`src/rtl/alu_seq_pkg.sv`:
```
// Shared definitions for the 64-bit add/subtract sequencer that drives the
// 32-bit ALU: operation encodings, ALU function selects, flag bit positions,
// FSM states and small helper functions.
package alu_seq_pkg;

  typedef enum logic [1:0] {
    OP_ADD = 2'b00,
    OP_SUB = 2'b01,
    OP_ADC = 2'b10,
    OP_SBC = 2'b11
  } op_e;

  localparam logic [4:0] FUNSEL_PASS_A_32 = 5'b10000;
  localparam logic [4:0] FUNSEL_ADDC_32   = 5'b10101;

  localparam int ZERO     = 3;
  localparam int CARRY    = 2;
  localparam int NEGATIVE = 1;
  localparam int OVERFLOW = 0;

  typedef enum logic [2:0] {
    ST_IDLE     = 3'd0,
    ST_ISSUE_LO = 3'd1,
    ST_WAIT_LO  = 3'd2,
    ST_ISSUE_HI = 3'd3,
    ST_WAIT_HI  = 3'd4,
    ST_RESP     = 3'd5
  } state_e;

  // Subtracting forms feed the ALU the one's complement of B.
  function automatic logic op_inverts_b(input logic [1:0] op);
    logic inv;
    case (op)
      OP_ADD:  inv = 1'b0;
      OP_SUB:  inv = 1'b1;
      OP_ADC:  inv = 1'b0;
      OP_SBC:  inv = 1'b1;
      default: inv = 1'b0;
    endcase
    return inv;
  endfunction

  // Carry-in for the low word: SUB supplies the +1 of two's complement,
  // ADC/SBC take the caller's carry (SBC: 1 means no borrow).
  function automatic logic op_cin0(input logic [1:0] op, input logic cin);
    logic c;
    case (op)
      OP_ADD:  c = 1'b0;
      OP_SUB:  c = 1'b1;
      OP_ADC:  c = cin;
      OP_SBC:  c = cin;
      default: c = 1'b0;
    endcase
    return c;
  endfunction

  // {Z,C,N,V} of a 64-bit sum; V uses the operand actually fed to the ALU.
  function automatic logic [3:0] flags64(input logic [63:0] res,
                                         input logic        carry,
                                         input logic        a_msb,
                                         input logic        b_msb);
    logic [3:0] f;
    f[ZERO]     = (res == 64'd0);
    f[CARRY]    = carry;
    f[NEGATIVE] = res[63];
    f[OVERFLOW] = (a_msb == b_msb) && (res[63] != a_msb);
    return f;
  endfunction

endpackage

```
`src/rtl/alu_wide_sequencer.sv`:
```
// 64-bit add/subtract sequencer in front of a 32-bit ALU. Each accepted
// request is issued as a low-word then a high-word ALU operation with the
// carry chained between them, and the 64-bit result plus ZCNV is returned.
// Optional build macro ALU_WIDE_SELFCHECK_EN adds rsp_mismatch, which flags
// a disagreement between the ALU-produced result/carry and a native 65-bit sum.
module alu_wide_sequencer
  import alu_seq_pkg::*;
#(
  parameter int unsigned ALU_LATENCY = 1
) (
  input  logic        clock,
  input  logic        reset_n,
  input  logic        req_valid,
  output logic        req_ready,
  input  logic [1:0]  req_op,
  input  logic [63:0] req_a,
  input  logic [63:0] req_b,
  input  logic        req_cin,
  output logic [4:0]  alu_funsel,
  output logic [31:0] alu_in_a,
  output logic [31:0] alu_in_b,
  output logic        alu_cin,
  input  logic [31:0] alu_out,
  input  logic [3:0]  alu_flags,
  output logic        rsp_valid,
  input  logic        rsp_ready,
  output logic [63:0] rsp_result,
  output logic [3:0]  rsp_flags
`ifdef ALU_WIDE_SELFCHECK_EN
  ,
  output logic        rsp_mismatch
`endif
);

  // Final wait-counter value; ALU_LATENCY is legal from 1 to 7.
  localparam logic [2:0] LAST_CNT = 3'(ALU_LATENCY - 1);

  state_e      state_r;
  state_e      state_nx_s;
  logic [2:0]  cnt_r;
  logic        wait_done_s;
  logic        accept_s;
  logic [63:0] a_r;
  logic [63:0] b_eff_r;
  logic [31:0] res_lo_r;
  logic [63:0] b_eff_s;
  logic        cin0_s;
  logic        unused_flags_s;

`ifdef ALU_WIDE_SELFCHECK_EN
  logic [64:0] exp_r;
`endif

  assign accept_s    = req_valid && (state_r == ST_IDLE);
  assign wait_done_s = (cnt_r == LAST_CNT);
  assign b_eff_s     = op_inverts_b(req_op) ? ~req_b : req_b;
  assign cin0_s      = op_cin0(req_op, req_cin);

  // Only the ALU carry is consumed; Z/N/V are recomputed over 64 bits.
  assign unused_flags_s = ^{alu_flags[ZERO], alu_flags[NEGATIVE], alu_flags[OVERFLOW]};

  // State register.
  always_ff @(posedge clock) begin
    if (!reset_n) begin
      state_r <= ST_IDLE;
    end else begin
      state_r <= state_nx_s;
    end
  end

  // Next-state decode for the issue/wait/respond sequence.
  always_comb begin
    state_nx_s = state_r;
    case (state_r)
      ST_IDLE: begin
        if (accept_s) state_nx_s = ST_ISSUE_LO;
        else          state_nx_s = ST_IDLE;
      end
      ST_ISSUE_LO: state_nx_s = ST_WAIT_LO;
      ST_WAIT_LO: begin
        if (wait_done_s) state_nx_s = ST_ISSUE_HI;
        else             state_nx_s = ST_WAIT_LO;
      end
      ST_ISSUE_HI: state_nx_s = ST_WAIT_HI;
      ST_WAIT_HI: begin
        if (wait_done_s) state_nx_s = ST_RESP;
        else             state_nx_s = ST_WAIT_HI;
      end
      ST_RESP: begin
        if (rsp_ready) state_nx_s = ST_IDLE;
        else           state_nx_s = ST_RESP;
      end
      default: state_nx_s = ST_IDLE;
    endcase
  end

  // Counts ALU latency cycles inside each wait state; zero everywhere else.
  always_ff @(posedge clock) begin
    if (!reset_n) begin
      cnt_r <= 3'd0;
    end else if (((state_r == ST_WAIT_LO) || (state_r == ST_WAIT_HI)) && !wait_done_s) begin
      cnt_r <= cnt_r + 3'd1;
    end else begin
      cnt_r <= 3'd0;
    end
  end

  // Operand capture, ALU drive (loaded one edge ahead so inputs are stable
  // for the whole issue+wait window) and response formation.
  always_ff @(posedge clock) begin
    if (!reset_n) begin
      req_ready  <= 1'b1;
      a_r        <= 64'd0;
      b_eff_r    <= 64'd0;
      res_lo_r   <= 32'd0;
      alu_funsel <= FUNSEL_PASS_A_32;
      alu_in_a   <= 32'd0;
      alu_in_b   <= 32'd0;
      alu_cin    <= 1'b0;
      rsp_valid  <= 1'b0;
      rsp_result <= 64'd0;
      rsp_flags  <= 4'd0;
`ifdef ALU_WIDE_SELFCHECK_EN
      exp_r        <= 65'd0;
      rsp_mismatch <= 1'b0;
`endif
    end else begin
      req_ready <= (state_nx_s == ST_IDLE);
      case (state_r)
        ST_IDLE: begin
          if (accept_s) begin
            a_r        <= req_a;
            b_eff_r    <= b_eff_s;
            alu_funsel <= FUNSEL_ADDC_32;
            alu_in_a   <= req_a[31:0];
            alu_in_b   <= b_eff_s[31:0];
            alu_cin    <= cin0_s;
`ifdef ALU_WIDE_SELFCHECK_EN
            exp_r <= {1'b0, req_a} + {1'b0, b_eff_s} + {64'd0, cin0_s};
`endif
          end
        end
        ST_WAIT_LO: begin
          if (wait_done_s) begin
            // Low-word carry goes straight onto alu_cin for the high word.
            res_lo_r <= alu_out;
            alu_in_a <= a_r[63:32];
            alu_in_b <= b_eff_r[63:32];
            alu_cin  <= alu_flags[CARRY];
          end
        end
        ST_WAIT_HI: begin
          if (wait_done_s) begin
            rsp_valid  <= 1'b1;
            rsp_result <= {alu_out, res_lo_r};
            rsp_flags  <= flags64({alu_out, res_lo_r}, alu_flags[CARRY],
                                  a_r[63], b_eff_r[63]);
`ifdef ALU_WIDE_SELFCHECK_EN
            rsp_mismatch <= ({alu_flags[CARRY], alu_out, res_lo_r} != exp_r);
`endif
          end
        end
        ST_RESP: begin
          if (rsp_ready) begin
            rsp_valid <= 1'b0;
`ifdef ALU_WIDE_SELFCHECK_EN
            rsp_mismatch <= 1'b0;
`endif
          end
        end
        default: begin
        end
      endcase
    end
  end

endmodule

```
`config.mk`:
```
export PLATFORM = sky130hd
export DESIGN_NAME = alu_wide_sequencer
export DESIGN_NICKNAME = d
export VERILOG_FILES = /design/src/rtl/alu_seq_pkg.sv /design/src/rtl/alu_wide_sequencer.sv
export SDC_FILE = /design/constraint.sdc
export NUM_CORES = 1
export LEC_CHECK = 0
export ABC_AREA = 1
export CORE_ASPECT_RATIO = 1.5
export CORE_MARGIN = 8
export CORE_UTILIZATION = 42
export DETAILED_ROUTE_END_ITERATION = 8
export PLACE_DENSITY_LB_ADDON = 0.12
export SYNTH_ARGS = -nofsm -noshare
export SYNTH_HDL_FRONTEND = slang
export SYNTH_SLANG_ARGS = --single-unit
```
`constraint.sdc`:
```
create_clock -name clock -period 1.5 [get_ports clock]
set_clock_uncertainty 0.05 [all_clocks]
set_input_delay 0.3 -clock clock [delete_from_list [all_inputs] [get_ports clock]]
set_output_delay 0.3 -clock clock [all_outputs]
set_load 0.03 [all_outputs]
```
### Placed standard cells

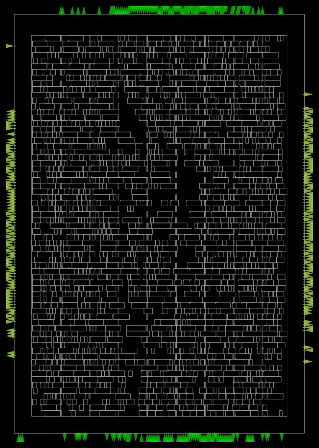
Final Non-Filler Cells: 1838
core area: 22300 µm²
Rows: 67
n_taps: 276
FILL cells: 2036

### Local utilization

The die is cut into 14 by 20 equal tiles; black is low, pale yellow is high, 0 to 100% covered.
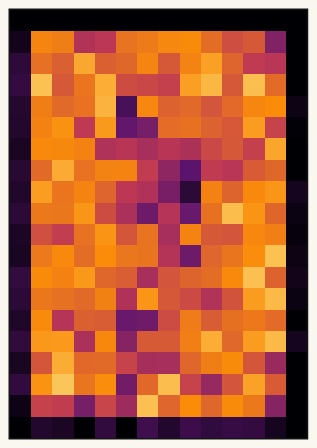
The mean over all tiles is 50%. 14% of the tiles are over 75% full. 10% of the tiles are nearly empty.

### Met3 routing

Bar = 50 µm.
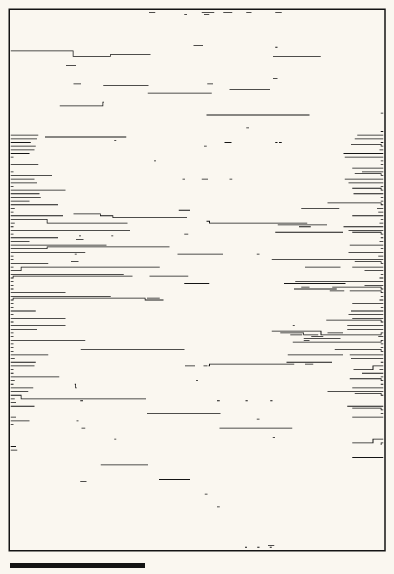
The wires run mostly horizontal. The layer holds 7.5% of the routed length. The longest straight run is 51.3 µm. 204 nets have wire on it. The layer carries 2440 µm of wire.

==> impl_metrics.json <==
{
  "min_period_ns": 1.47,
  "clkLatencyLatePin_ns": 0.51,
  "final-clk-cell-share": 0.0513,
  "routed_wl_um": 32700,
  "setup_ws_ns": 0.0284,
  "synthFlopType": "dfxtp_1",
  "whs_ns": 0.0968,
  "fin_util": 0.635,
  "timing_hold_violations_final": 0,
  "dieArea_um2": 27900,
  "top_logic_kind": "AND-OR/OR-AND gates",
  "drt_iter0_markers": 372,
  "cp.depth": 9,
  "crit_path_top_delay_cell": "dfxtp_2",
  "worstPathCellList": "inv_2, ha_4, nand2_4, nor2_4, inv_2, buf_12, buf_12, nor2_1, nor2_1",
  "ys_sh_mux": 0,
  "buf_share": 0.275,
  "cts_sinks": 237,
  "overflow": 0,
  "n_all_inverters": 35,
  "area_delta_synth_final_pct": 48.6,
  "drive_gt1_frac": 0.212,
  "dr_wl_met3_um": 2440,
  "ys_chip_area_um2": 9530,
  "ys_sh_adder": 0.00263,
  "rsz0062_at_grt": "yes",
  "seq_area_um2": 4750,
  "p_comb_uw": 5180,
  "critPathRequiredTime_ns": 1.85,
  "vias": 9248,
  "setup.worst_path.end": "rsp_result[37]",
  "post_cts_resized": 545,
  "holdBufCountCts": 0,
  "fin_crit_sh": 0.981,
  "top_cell": "nor2_1",
  "dr.max_layer_used": "met5",
  "grt_max_degree": 56,
  "setup_viol": 0,
  "final_antenna_net_count": 0,
  "synthAoiAreaFrac": 0.194,
  "diodes": 4,
  "path_max_fanout": 16,
  "routabilityCongestion": 0.901,
  "drc": 0,
  "hold_depth": 3,
  "largest_area_cell": "dfxtp_1",
  "finalInstanceArea_um2": 14200,
  "num-clock-buffers": 34,
  "start_kind": "flip-flop",
  "p_switching_uw": 5880,
  "grt_use_total": 0.216,
  "rrSetupSlack_ns": 0.03,
  "min_path_type": "primary input to flip-flop",
  "grt.busiest_layer": "met2",
  "r2r_end": "rsp_result[37]",
  "pwr_density_cell_nw_per_um2": 1300,
  "synth.area.top_cells": "dfxtp_1 50%, nor2_1 10%, o21ai_0 8.7%",
  "edf_count": 0,
  "wl_met2_um": 16700,
  "r2r_start": "cnt_r[1]",
  "netlist_area_um2": 9530,
  "warning_count": 32,
  "worst_pin_slew_ns": 0.744,
  "top_power_group": "registers",
  "largest_reg_flops": 63,
  "switching_share": 0.320,
  "sh_comb_area": 0.304,
  "ys_types": 29,
  "grt_pass1_wl_um": 48800,
  "comb_area_um2": 4300,
  "fin_tns_setup_ns": 0,
  "ys_seq_share": 0.498,
  "use_met2": 0.391,
  "yosys_cells": 1213,
  "htree_levels": 1,
  "lay_top_count": "nor2_1",
  "first_pass_iters": 4,
  "yosysWarnings": 0,
  "comb_cells": 844,
  "syn_inst": 1213,
  "max-vdd-ir-drop_v": 0.000829,
  "cts_buffer_depth": 3,
  "placed_area_um2": 13600,
  "yosysTopAreaCellShare": 0.498,
  "slowest_delay_ns": 0.32,
  "common_cells": "266 x nor2_1, 237 x dfxtp_1, 166 x o21ai_0",
  "met3_usage": 0.0593,
  "routedWlPerCell_um": 17.8,
  "dieWidth_um": 139,
  "power_sequential_uw": 7550,
  "power.total_uw": 18400,
  "post-place-ws_ns": -0.227,
  "p_comb_frac": 0.282,
  "arrival_ns": 1.82,
  "use_met1": 0.226,
  "fmax_mhz": 680,
  "largest_register": "rsp_result",
  "hp-start": "reset_n",
  "p_int_uw": 12500,
  "cts-root-buf": "clkbuf_16",
  "cts.clk_slew.worst_paths_ns": 0.06,
  "slew_viol_final": 0,
  "path_class": "flip-flop to flip-flop",
  "clockPowerShare": 0.308,
  "cp-end-kind": "flip-flop",
  "outcome": "complete, no violations",
  "dominant_cells": "registers",
  "cp.buffers_inverters": 4,
  "synth-simple-area-share": 0.177,
  "lay_top_cells": "236 x nor2_1, 232 x dfxtp_1, 165 x clkdlybuf4s50_1, 155 x nand2_1, 126 x o21ai_0",
  "port_buffers": 304,
  "die_h_um": 200,
  "ys.flops": 237,
  "grt_pass1_vias": 9087,
  "cts-buffers-inserted": 23,
  "holdPathEnd": "a_r[49]",
  "pwr-share-seq": 0.411,
  "dp_hpwl_um": 23000,
  "avgSynthCellArea_um2": 7.86,
  "nNonClkBuffers": 402,
  "startpoint": "cnt_r[1]",
  "num_io_pins": 311,
  "maxCapViolCount": 0,
  "nNetsFinal": 1716,
  "cp_top_family": "buffers and inverters",
  "wl_met1_um": 12100,
  "dpl.cell_count": 1781,
  "async_reset_ff_frac": 0,
  "seq_cell_count": 237,
  "p_clk_uw": 5660,
  "initCoreUtil": 0.427,
  "cellLeakagePower_uw": 0.00610
}
Power and IR drop assume default switching activity.
